==> src/rtl/sw_encoder_db_pkg.sv <==
// ---------------------------------------------------------------------------
// sw_enc_pkg : shared types, defaults and priority encoder for sw_encoder_db
// Revision   : 1.0
// ---------------------------------------------------------------------------
`default_nettype none

package sw_enc_pkg;

  typedef enum logic {DB_IDLE, DB_CHECK} db_state_t;

  localparam int SW_N_DEF  = 16;
  localparam int SW_DB_DEF = 500000;

  // Encoder works on a fixed maximum width; callers truncate the result
  localparam int ENC_MAX_N = 256;
  localparam int ENC_W     = 8;

  function automatic logic [ENC_W-1:0] prio_enc(input logic [ENC_MAX_N-1:0] vec,
                                                input int                   n,
                                                input bit                   prio_high);
    logic [ENC_W-1:0] idx;
    bit               found;
    idx   = '0;
    found = 1'b0;
    for (int i = 0; i < ENC_MAX_N; i++) begin
      if ((i < n) && vec[i] && (prio_high || !found)) begin
        idx   = ENC_W'(i);
        found = 1'b1;
      end
    end
    return idx;
  endfunction

endpackage

`default_nettype wire

==> src/rtl/sw_encoder_db_if.sv <==
// ---------------------------------------------------------------------------
// sw_encoder_db_if : settled-change event channel (valid/ready + drop flag)
// Revision         : 1.0
// ---------------------------------------------------------------------------
`default_nettype none

interface sw_encoder_db_if #(
  parameter int ADDR_W = 4
) ();

  logic              evt_valid;
  logic [ADDR_W-1:0] evt_addr;
  logic              evt_ready;
  logic              evt_drop;

  modport master (output evt_valid, evt_addr, evt_drop, input  evt_ready);
  modport slave  (input  evt_valid, evt_addr, evt_drop, output evt_ready);

endinterface

`default_nettype wire

==> src/rtl/sw_encoder_db_sync_debounce.sv <==
// ---------------------------------------------------------------------------
// sw_sync_debounce : 2-flop synchroniser plus debounce FSM for the switch bank
// Revision         : 1.0
// ---------------------------------------------------------------------------
`default_nettype none

module sw_sync_debounce
  import sw_enc_pkg::*;
#(
  parameter int N_SW      = SW_N_DEF,
  parameter int DB_CYCLES = SW_DB_DEF
) (
  input  wire logic            clk,
  input  wire logic            rst_n,
  input  wire logic [N_SW-1:0] sw,
  output logic      [N_SW-1:0] sw_stable,
  output logic                 stable_chg
);

  localparam int              CNT_W    = $clog2(DB_CYCLES + 1);
  localparam logic [CNT_W-1:0] CNT_LAST = CNT_W'(DB_CYCLES - 1);

  db_state_t        state_q, state_d;
  logic [N_SW-1:0]  sync1_q, sync2_q;
  logic [N_SW-1:0]  cand_q, cand_d;
  logic [N_SW-1:0]  stable_q, stable_d;
  logic [CNT_W-1:0] cnt_q, cnt_d;
  logic             chg_q, chg_d;

  always_ff @(posedge clk or negedge rst_n) begin
    if (!rst_n) begin
      state_q  <= DB_IDLE;
      sync1_q  <= '0;
      sync2_q  <= '0;
      cand_q   <= '0;
      stable_q <= '0;
      cnt_q    <= '0;
      chg_q    <= 1'b0;
    end else begin
      state_q  <= state_d;
      sync1_q  <= sw;
      sync2_q  <= sync1_q;
      cand_q   <= cand_d;
      stable_q <= stable_d;
      cnt_q    <= cnt_d;
      chg_q    <= chg_d;
    end
  end

  // cand always differs from stable while in CHECK, so every commit is a real change
  always_comb begin
    state_d  = state_q;
    cand_d   = cand_q;
    cnt_d    = cnt_q;
    stable_d = stable_q;
    chg_d    = 1'b0;
    case (state_q)
      DB_IDLE: begin
        if (sync2_q != stable_q) begin
          cand_d  = sync2_q;
          cnt_d   = '0;
          state_d = DB_CHECK;
        end
      end
      DB_CHECK: begin
        if (sync2_q != cand_q) begin
          cand_d = sync2_q;
          cnt_d  = '0;
          if (sync2_q == stable_q) state_d = DB_IDLE;
        end else if (cnt_q == CNT_LAST) begin
          stable_d = cand_q;
          chg_d    = 1'b1;
          state_d  = DB_IDLE;
        end else begin
          cnt_d = cnt_q + CNT_W'(1);
        end
      end
      default: state_d = DB_IDLE;
    endcase
  end

  assign sw_stable  = stable_q;
  assign stable_chg = chg_q;

endmodule

`default_nettype wire

==> src/rtl/sw_encoder_db.sv <==
// ---------------------------------------------------------------------------
// sw_encoder_db : debounced switch bank -> priority address with change events
// Revision      : 1.0
// ---------------------------------------------------------------------------
`default_nettype none

module sw_encoder_db
  import sw_enc_pkg::*;
#(
  parameter int N_SW      = SW_N_DEF,
  parameter int ADDR_W    = $clog2(N_SW),
  parameter int DB_CYCLES = SW_DB_DEF,
  parameter int PRIO_HIGH = 1
) (
  input  wire logic              clk,
  input  wire logic              rst_n,
  input  wire logic [N_SW-1:0]   sw,
  output logic      [ADDR_W-1:0] addr,
  output logic                   any_on,
  output logic      [N_SW-1:0]   sw_stable,
  sw_encoder_db_if.master        evt
);

  logic              stable_chg;
  logic [ADDR_W-1:0] enc;
  logic              accept;

  logic [ADDR_W-1:0] addr_q, addr_d;
  logic              any_on_q, any_on_d;
  logic              evt_valid_q, evt_valid_d;
  logic [ADDR_W-1:0] evt_addr_q, evt_addr_d;
  logic              evt_drop_q, evt_drop_d;

  sw_sync_debounce #(
    .N_SW      (N_SW),
    .DB_CYCLES (DB_CYCLES)
  ) u_db (
    .clk        (clk),
    .rst_n      (rst_n),
    .sw         (sw),
    .sw_stable  (sw_stable),
    .stable_chg (stable_chg)
  );

  assign enc    = ADDR_W'(prio_enc(ENC_MAX_N'(sw_stable), N_SW, PRIO_HIGH != 0));
  assign accept = evt_valid_q && evt.evt_ready;

  always_ff @(posedge clk or negedge rst_n) begin
    if (!rst_n) begin
      addr_q      <= '0;
      any_on_q    <= 1'b0;
      evt_valid_q <= 1'b0;
      evt_addr_q  <= '0;
      evt_drop_q  <= 1'b0;
    end else begin
      addr_q      <= addr_d;
      any_on_q    <= any_on_d;
      evt_valid_q <= evt_valid_d;
      evt_addr_q  <= evt_addr_d;
      evt_drop_q  <= evt_drop_d;
    end
  end

  // A new change always wins over a same-cycle accept; drop only flags true overwrites
  always_comb begin
    addr_d      = addr_q;
    any_on_d    = any_on_q;
    evt_valid_d = evt_valid_q;
    evt_addr_d  = evt_addr_q;
    evt_drop_d  = evt_drop_q;
    if (stable_chg) begin
      addr_d      = enc;
      any_on_d    = |sw_stable;
      evt_valid_d = 1'b1;
      evt_addr_d  = enc;
      if (evt_valid_q && !evt.evt_ready) evt_drop_d = 1'b1;
    end else if (accept) begin
      evt_valid_d = 1'b0;
      evt_drop_d  = 1'b0;
    end
  end

  assign addr          = addr_q;
  assign any_on        = any_on_q;
  assign evt.evt_valid = evt_valid_q;
  assign evt.evt_addr  = evt_addr_q;
  assign evt.evt_drop  = evt_drop_q;

endmodule

`default_nettype wire

==> src/flat_wrapper.sv <==
// flat-port wrapper written by rule: the top's interface ports become plain ports
module sw_encoder_db_flat import sw_enc_pkg::*;
#(
  parameter int N_SW      = SW_N_DEF,
  parameter int ADDR_W    = $clog2(N_SW),
  parameter int DB_CYCLES = SW_DB_DEF,
  parameter int PRIO_HIGH = 1
)
  (clk, rst_n, sw, addr, any_on, sw_stable, evt_evt_valid, evt_evt_addr, evt_evt_drop, evt_evt_ready);
  sw_encoder_db_if #(.ADDR_W(ADDR_W)) evt_i ();
  input  wire logic clk;
  input  wire logic rst_n;
  input  wire logic [N_SW-1:0] sw;
  output logic      [ADDR_W-1:0] addr;
  output logic any_on;
  output logic      [N_SW-1:0] sw_stable;
  output wire logic [$bits(evt_i.evt_valid)-1:0] evt_evt_valid;
  output wire logic [$bits(evt_i.evt_addr)-1:0] evt_evt_addr;
  output wire logic [$bits(evt_i.evt_drop)-1:0] evt_evt_drop;
  input wire logic [$bits(evt_i.evt_ready)-1:0] evt_evt_ready;
  assign evt_evt_valid = evt_i.evt_valid;
  assign evt_evt_addr = evt_i.evt_addr;
  assign evt_evt_drop = evt_i.evt_drop;
  assign evt_i.evt_ready = evt_evt_ready;
  sw_encoder_db #(.N_SW(N_SW), .ADDR_W(ADDR_W), .DB_CYCLES(DB_CYCLES), .PRIO_HIGH(PRIO_HIGH)) u_core (.clk(clk), .rst_n(rst_n), .sw(sw), .addr(addr), .any_on(any_on), .sw_stable(sw_stable), .evt(evt_i));
endmodule
==> config.mk <==
export PLATFORM = sky130hd
export DESIGN_NAME = sw_encoder_db_flat
export DESIGN_NICKNAME = d
export VERILOG_FILES = /design/src/rtl/sw_encoder_db_pkg.sv /design/src/rtl/sw_encoder_db_if.sv /design/src/rtl/sw_encoder_db_sync_debounce.sv /design/src/rtl/sw_encoder_db.sv /design/src/flat_wrapper.sv
export SDC_FILE = /design/constraint.sdc
export NUM_CORES = 1
export LEC_CHECK = 0
export ABC_AREA = 1
export CAP_MARGIN = 20
export CELL_PAD_IN_SITES_DETAIL_PLACEMENT = 0
export CELL_PAD_IN_SITES_GLOBAL_PLACEMENT = 1
export CORE_ASPECT_RATIO = 0.9
export CORE_MARGIN = 1
export CORE_UTILIZATION = 38
export CTS_BUF_LIST = sky130_fd_sc_hd__clkbuf_16
export DETAILED_ROUTE_END_ITERATION = 8
export PLACE_DENSITY_LB_ADDON = 0.12
export SETUP_SLACK_MARGIN = 0.3
export SLEW_MARGIN = 30
export SYNTH_ARGS = -nofsm -noshare
export SYNTH_HDL_FRONTEND = slang
export SYNTH_SLANG_ARGS = --single-unit
==> constraint.sdc <==
create_clock -name clk -period 2.4 [get_ports clk]
set_clock_uncertainty 0.05 [all_clocks]
set_input_delay 0.72 -clock clk [delete_from_list [all_inputs] [get_ports clk]]
set_output_delay 0.72 -clock clk [all_outputs]
set_load 0.005 [all_outputs]
==> Changelog: implementation <==
### Changed

* Routed len/inst at approximately 14 µm
* GRT overflow at 0
* Sw Ratio at 0.223
* Combinational share of power at 0.054
* M1 WL at 5.39 mm
* Htree depth at 3
* Gate Area at ~1600 µm²
* Power Sequential at between 1.5 and 2 mW
* Initial antenna violation count at 0
* CP top delay family: buffers and inverters
* Clkbuf count at 9
* Number of enable flip-flop cells at 0
* Fin Hold WS at between 0.2 and 0.3 ns
* Number of flip-flops in the largest register at 19
* Hold Crit Class: reg -> reg
* Critical path cell sequence: clkdlybuf4s50_1
* NetSw at just over 0.7 mW
* Met2 WL at around 4 mm
* Reg area at 2310 µm²
* Detailed Route Iter0 Violations at roughly 170
* CTS Sinks at roughly 92
* Worst setup endpoint: sw_stable[9]
* First-pass GRT wire length at around 17 mm
* CP Launch Type: flip-flop
* Worst path required time at between 1.5 and 2 ns
* Non-clock buffering overhead at 0.109
* Hold Buf Count CTS at 0
* Vias in the first global route at 3243
* Clk power at approximately 1.4 mW
* P_comb at ~0.17 mW
* Status: finished, final reports clean
* Top Consumer: sequential cells
* Non-clk bufs at 58
* Worst slew pin tran at roughly 0.49 ns
* Synth warn at 0
* Hpwl dp at ~7.5 mm
* Final Setup Violations at 0
* Worst slew margin at 0.671
* Number of port buffers at 45
* Max frequency at approximately 0.48 GHz
* Library cells used by synthesis at 36
* Slowest Stage Delay on Critical Path at between 0.5 and 0.6 ns
* DR pass1 iterations at 5
* Mapped Cells at between 500 and 600
* Post-Syn Area at 4280 µm²
* XORs/XNORs by Area at 0.0102
* Final Total Pwr at 3.16 mW
* Clock Power Share at 0.432
* Reg-to-Reg End: u_core.u_db.cnt_q[15]
* Global routing's busiest layer: met1
* Crit path depth at 1
* RSZ-0062 raised after global routing: no
* Logic share of the area at 0.307
* Layout area overhead at 22.8%
* Reg2Reg Depth at 12
* Final Max Tran Viols at 0
* Critical path class: reg -> out
* CP Max Fanout at 4
* And+or+nand+nor area frac at 0.275
* MUX area fraction at 0
* Wire length on met3 at 537 µm
* Setup crit start: u_core.u_db.sw_stable[9]
* Root buf cell: clkbuf_16
* Clock network area share at 0.0540
* Area after DPL at roughly 5000 µm²
* Most common logic cell in the routed design: nand2_1
* Pre-CTS setup slack at 0.277 ns
* Tcrit/Tclk final at 0.860
* R2r setup slk at 0.45 ns
* Total leakage power at roughly 2.5 nW
* ANT cells at 0
* Yosys Chip Area at between 4000 and 5000 µm²
* Cell internal pwr at 2.46 mW
* TAP cells at 152
* Clock transition at the registers of the reported paths at around 0.060 ns
* Number of max-cap violations at 0
* Ys async rst share at 1.00
* CP max stage cell: clkdlybuf4s50_1
* Register area share after synthesis at 0.538
* Reg with most FFs: u_core.u_db.cnt_q
* Cts bufs inserted at 9
* Comb area leader: simple AND/OR/NAND/NOR gates
Clock wires, drivers and flops:
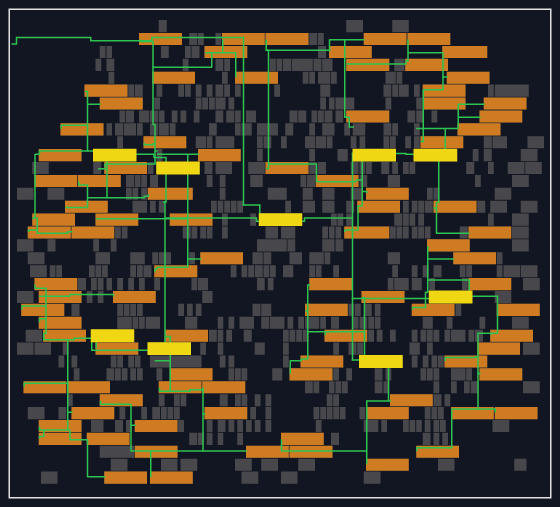
legend:
  yellow:
    item: clock drivers
    count: 9
  orange:
    item: flip-flops
    count: 92
  green:
    item: clock wires
    length: 1160 µm
flops lie: all over the die
routed clock nets: 10

PDN straps and rails:
Pins as bars on the die edge. Tap cells in gray.
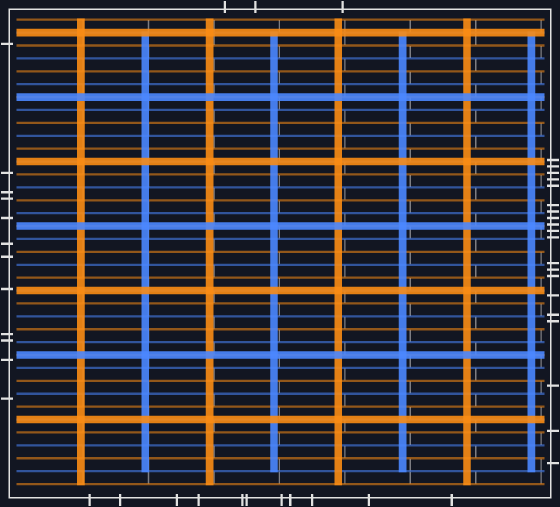
legend:
  blue:
    net: VDD
  orange:
    net: VSS
tap cells: 152
met5 straps: 7
peak supply drop: 0.451 mV
core region area: 10900 µm²
Die Width: 114 µm

Placement view:
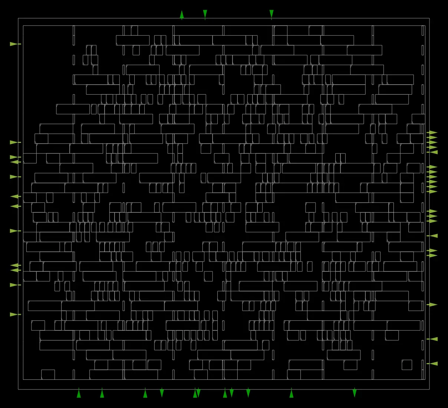
fillcell total: 1122
Non-Filler Instances: 742

Placement by cell class:
The bar under the picture is 20 µm long. Fill, decap, tap and diode cells in gray.
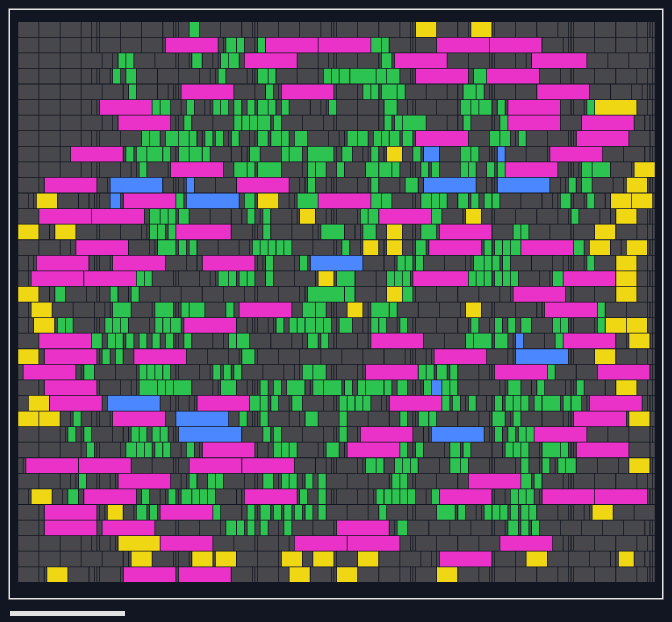
legend:
  yellow:
    class: remaining buffers and delay cells
    cells: 58
    share_of_their_area: 11%
  green:
    class: combinational and other logic
    cells: 424
    share_of_their_area: 38%
  magenta:
    class: sequential cells
    cells: 92
    share_of_their_area: 46%
  blue:
    class: clock drivers and dummy loads
    cells: 16
    share_of_their_area: 5.6%
fraction of area in registers: 0.439
Finished Cell Area: 5260 µm²
number of core rows: 36
Final Core Density: 0.482

The metal 2 layer:
The bar under the picture is 20 µm long.
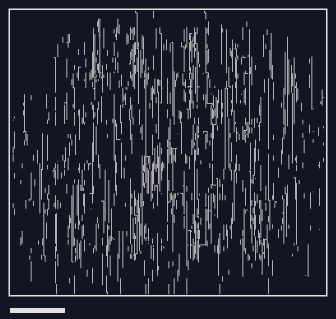
main direction: vertical
longest straight run: 44.9 µm
routed wire length: 10.1 mm
met2 usage: 0.273
Vias: 3496

Power figures rest on the tool's default switching activity, not on a simulated workload.
